Fig. 1: sequential cells colored by netlist name
Other sequential cells in the stronger gray, the rest of the logic in the fainter gray.
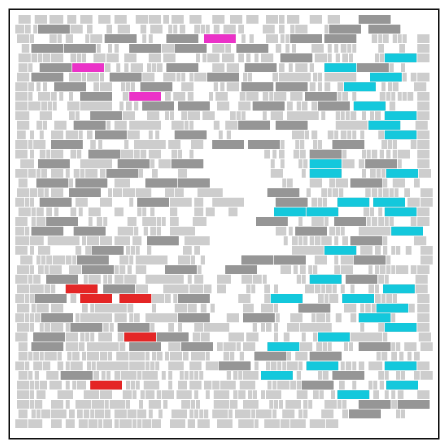
Fig. 2: clock network drawn from the DEF
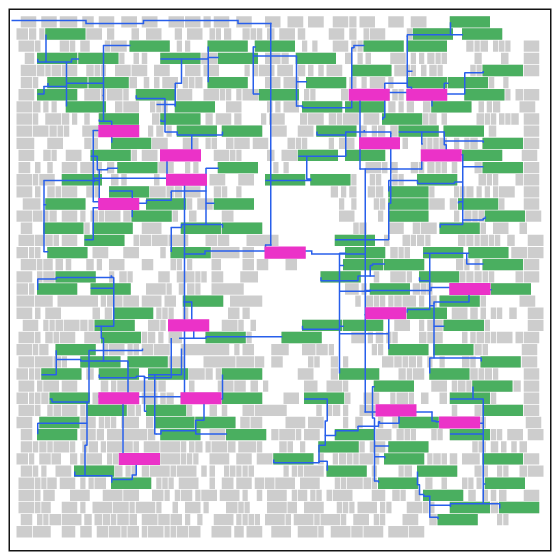
Fig. 3: wire density map
The bar under the picture is 20 um long. The die is cut into 24 by 24 equal tiles; dark purple is low, yellow is high, scaled to the fullest tile. Values are wire area over tile area, all layers added.
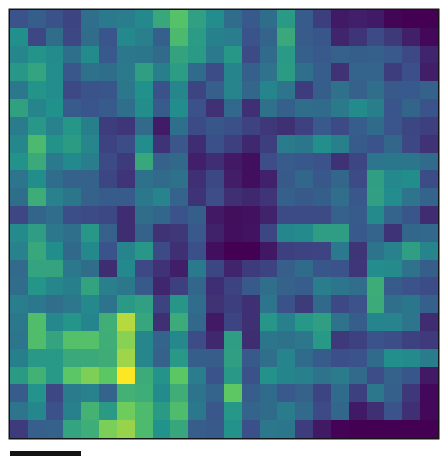
`config.mk`:
```
export PLATFORM = sky130hd
export DESIGN_NAME = commit_unit
export DESIGN_NICKNAME = d
export VERILOG_FILES = /design/src/rtl/commit_unit.sv
export SDC_FILE = /design/constraint.sdc
export NUM_CORES = 1
export LEC_CHECK = 0
export ABC_AREA = 1
export CORE_UTILIZATION = 45
export CTS_BUF_LIST = sky130_fd_sc_hd__clkbuf_16
export CTS_CLUSTER_DIAMETER = 100
export DETAILED_ROUTE_END_ITERATION = 6
export PLACE_DENSITY_LB_ADDON = 0.2
export SLEW_MARGIN = 20
export SYNTH_ARGS = -nofsm -noshare
export SYNTH_HDL_FRONTEND = slang
export SYNTH_SLANG_ARGS = --single-unit
```
`constraint.sdc`:
```
create_clock -name clock -period 2.54 [get_ports clock]
set_input_delay 0.508 -clock clock [delete_from_list [all_inputs] [get_ports clock]]
set_output_delay 0.508 -clock clock [all_outputs]
set_load 0.03 [all_outputs]
```
`src/rtl/commit_unit.sv`:
```
// In-order retirement stage: register writeback, committed stores via req/ack, halt on WFI.
// Optional COMMIT_STATS_EN adds retired_count and store_stall_cycles outputs.

`ifndef ROB_TAG_LEN
`define ROB_TAG_LEN 5
`endif

package commit_unit_pkg;

    localparam int unsigned ENTRY_XLEN = 32;

    typedef struct packed {
        logic                  valid;
        logic [ENTRY_XLEN-1:0] npc;
        logic [31:0]           inst;
        logic                  wr_mem;
        logic [4:0]            dest_reg;
        logic [ENTRY_XLEN-1:0] dest_addr;
        logic [ENTRY_XLEN-1:0] value;
        logic [2:0]            mem_size;
    } rob_entry_t;

endpackage

module commit_unit
    import commit_unit_pkg::*;
#(
    parameter int unsigned XLEN      = ENTRY_XLEN,
    parameter int unsigned TAG_LEN   = `ROB_TAG_LEN,
    parameter logic [31:0] HALT_INST = 32'h10500073
) (
    input  logic               clock,
    input  logic               reset,
    input  rob_entry_t         head_entry,
    input  logic [TAG_LEN-1:0] head,
    input  logic               head_ready,
    output logic               rob_retire,
    output logic               rf_wr_en,
    output logic [4:0]         rf_wr_idx,
    output logic [XLEN-1:0]    rf_wr_data,
    output logic [TAG_LEN-1:0] rf_wr_tag,
    output logic               mem_req,
    output logic [XLEN-1:0]    mem_addr,
    output logic [XLEN-1:0]    mem_data,
    output logic [2:0]         mem_size,
    input  logic               mem_ack,
    output logic [XLEN-1:0]    commit_npc,
    output logic               halt
`ifdef COMMIT_STATS_EN
   ,output logic [31:0]        retired_count,
    output logic [31:0]        store_stall_cycles
`endif
);

    typedef enum logic [1:0] {
        S_IDLE,
        S_STORE,
        S_HALTED
    } state_t;

    state_t             state;
    logic               mem_req_q;
    logic [XLEN-1:0]    st_addr_q;
    logic [XLEN-1:0]    st_data_q;
    logic [XLEN-1:0]    st_npc_q;
    logic [2:0]         st_size_q;
    logic [TAG_LEN-1:0] st_tag_q;
    logic [XLEN-1:0]    commit_npc_q;
    logic               halt_q;

    logic head_go;
    logic is_halt;
    logic idle_retire;
    logic store_start;
    logic store_done;

    always_comb begin
        head_go     = head_entry.valid && head_ready;
        is_halt     = (head_entry.inst == HALT_INST);
        // Gated by reset so every combinational output is 0 while reset is held.
        idle_retire = reset && (state == S_IDLE) && head_go && (is_halt || !head_entry.wr_mem);
        store_start = (state == S_IDLE) && head_go && head_entry.wr_mem && !is_halt;
        store_done  = (state == S_STORE) && mem_ack;
    end

    always_comb begin
        rob_retire = idle_retire || store_done;
        rf_wr_en   = idle_retire && !is_halt && (head_entry.dest_reg != 5'd0);
        rf_wr_idx  = '0;
        rf_wr_data = '0;
        rf_wr_tag  = '0;
        if (rf_wr_en) begin
            rf_wr_idx  = head_entry.dest_reg;
            rf_wr_data = head_entry.value;
            rf_wr_tag  = head;
        end else if (store_done) begin
            rf_wr_tag  = st_tag_q;
        end
        mem_req    = mem_req_q;
        mem_addr   = st_addr_q;
        mem_data   = st_data_q;
        mem_size   = st_size_q;
        commit_npc = commit_npc_q;
        halt       = halt_q;
    end

    always_ff @(posedge clock or negedge reset) begin
        if (!reset) begin
            state        <= S_IDLE;
            mem_req_q    <= 1'b0;
            st_addr_q    <= '0;
            st_data_q    <= '0;
            st_npc_q     <= '0;
            st_size_q    <= '0;
            st_tag_q     <= '0;
            commit_npc_q <= '0;
            halt_q       <= 1'b0;
        end else begin
            case (state)
                S_IDLE: begin
                    if (idle_retire) begin
                        commit_npc_q <= head_entry.npc;
                        if (is_halt) begin
                            halt_q <= 1'b1;
                            state  <= S_HALTED;
                        end
                    end else if (store_start) begin
                        // NPC is latched too, so head changes during the store cannot leak in.
                        st_addr_q <= head_entry.dest_addr;
                        st_data_q <= head_entry.value;
                        st_size_q <= head_entry.mem_size;
                        st_npc_q  <= head_entry.npc;
                        st_tag_q  <= head;
                        mem_req_q <= 1'b1;
                        state     <= S_STORE;
                    end
                end
                S_STORE: begin
                    if (mem_ack) begin
                        commit_npc_q <= st_npc_q;
                        mem_req_q    <= 1'b0;
                        state        <= S_IDLE;
                    end
                end
                S_HALTED: state <= S_HALTED;
                default:  state <= S_IDLE;
            endcase
        end
    end

`ifdef COMMIT_STATS_EN
    always_ff @(posedge clock or negedge reset) begin
        if (!reset) begin
            retired_count      <= '0;
            store_stall_cycles <= '0;
        end else begin
            if (rob_retire) begin
                retired_count <= retired_count + 32'd1;
            end
            if ((state == S_STORE) && !mem_ack && (store_stall_cycles != '1)) begin
                store_stall_cycles <= store_stall_cycles + 32'd1;
            end
        end
    end
`endif

endmodule

```
==> out/qor.rpt <==
MIN PATH
------------------------------------------------------------------------------
Hold crit path type ............................................. input port to async pin

LAYOUT
------------------------------------------------------------------------------
Post-layout net count ...........................................         1228
Tally of filler cells in the layout .............................         1067
Final non-filler cell total .....................................         1274
Fraction of layout cells with a size suffix above 1 .............        12.1%
Final Cell Area .................................................    10100 um2
Area Overhead vs Synth ..........................................        58.9%

YOSYS
------------------------------------------------------------------------------
Simple-gate area share of the yosys netlist .....................        25.5%
Top area contributor share ......................................        55.0%
Number of enable-type register cells in the synthesized netlist .            0
Mean Syn Cell Area ..............................................     8.06 um2
Top flip-flop cell by instance count after synthesis ............      dfrtp_1
Main kind of combinational logic by area ........................ simple AND/OR/NAND/NOR gates
Ys Warns ........................................................            0
Sequential share of the synthesized area ........................        55.0%
Total nets after synthesis ......................................          937
# Cells Yosys ...................................................          790
Most frequently used cell type in the post-synthesis netlist ....      nand2_1
Adder share .....................................................           0%

POWER AND IR DROP
------------------------------------------------------------------------------
Sequential group share of total power ...........................        46.0%
Post-layout total power .........................................      4.94 mW
Worst supply voltage drop on vdd ................................     0.404 mV
Share of power burned in the clock network ......................        44.2%
Dominant power group ............................................ sequential cells

TIMING
------------------------------------------------------------------------------
Worst clock skew ................................................      5.00 ps
Final worst slack ...............................................     -15.0 ps
Time the final worst path needs with I/O delays and setup .......      2550 ps
Sum of negative setup slack .....................................     -17.4 ps
Unrepaired setup endpoints after global routing .................         true
# setup viols final .............................................            2

GRT
------------------------------------------------------------------------------
Met2 Resource Use GR ............................................        42.6%
First-pass GRT wire length ......................................     28700 um
Pin count of the biggest net entering global routing ............           69
Grt met3 use ....................................................        7.52%
Tot GR Track Use ................................................        25.8%

PLACE
------------------------------------------------------------------------------
Worst slack, placed .............................................     0.200 ps
Dpl hpwl ........................................................     13200 um
Placed insts ....................................................         1233

CLOCK NETWORK
------------------------------------------------------------------------------
Clk slew on worst S/H paths .....................................        60 ps
Clk Latency, worst-skew pair ....................................       410 ps
TritonCTS clock tree ............................................         done
Buffer type at the clock tree root ..............................    clkbuf_16
Max clock buf depth .............................................            2
Depth of the CTS H-tree .........................................            4
Resize count post-CTS ...........................................            1

WORST SETUP PATH
------------------------------------------------------------------------------
Required @ worst endpoint .......................................      2030 ps
Kind of launch point of the worst setup path ....................   input port
Reg-to-reg setup timing slack ...................................       820 ps
Worst flop-to-flop path startpoint ..............................     state[1]

DIE
------------------------------------------------------------------------------
Core Region .....................................................    13800 um2
Row Count .......................................................           43

DRT
------------------------------------------------------------------------------
Met2 wire len ...................................................      9700 um
Total length of routed wires ....................................     19400 um
Max Used Layer ..................................................         met4
1st-pass router iterations ......................................            5
Per-cell routed wire length .....................................      15.2 um
Overall via count from detail_route .............................         6098
Number of vias per cell .........................................         4.79

OUTCOME
------------------------------------------------------------------------------
Status .......................................................... complete, but fails checks
Failing checks .................................................. negative setup slack

JOB
------------------------------------------------------------------------------
MaxCap Viol Count ...............................................            0

-- Fig. 1 (at the start) --
cyan -> commit_npc  # flops 32
magenta -> mem_size  # flops 3
red -> st_tag_q  # flops 5
not colored = 100
fraction of standard cell area that is sequential: 34.6%
P_seq: 2.27 mW
Sequential Area: 3500 um2
Post-Route Utilization: 73.2%

-- Fig. 2 (at the start) --
magenta -> clock-net drivers  # count 17
green -> flip-flops  # count 140
blue -> clock wires  # length 1650 um
routed clock nets = 18
flops lie = spread over the die

-- Fig. 3 (at the start) --
emptiest ninth of the die = center
nearly empty tiles = 1.9%
fullest tile = 0.63
tiles over half the peak = 18%
mean over tiles = 0.22

## cell type report
class	instances	share of cell area [%]
repair buffers	318	31.9
multi-input cells	502	22.3
inverters	102	3.78
clock inverters	14	0.915
clock buffers	17	4.20
well taps	180	2.22
diodes	1	0.0247
flip-flops and latches	140	34.6
## worst min-delay path by stage
stage | to | slack [ps] | depth (start not counted)
2_1_floorplan | commit_npc[0] | 210 | 0
3_3_place_gp | mem_data[25] | 340 | 1
3_5_place_dp | mem_data[25] | 340 | 1
4_1_cts | mem_data[29] | 300 | 2
5_1_grt | mem_data[6] | 350 | 2
6_report | mem_data[1] | 280 | 2
## critical path, cell delays in order
cell             delay [ps]
clkdlybuf4s50_1         470
inv_1                    70
nand3_1                 100
nand4_1                 220
buf_4                   230
clkbuf_16               170
nor2_2                  110
buf_4                   170
No activity file was given, so power comes from the tool's default toggle rates.
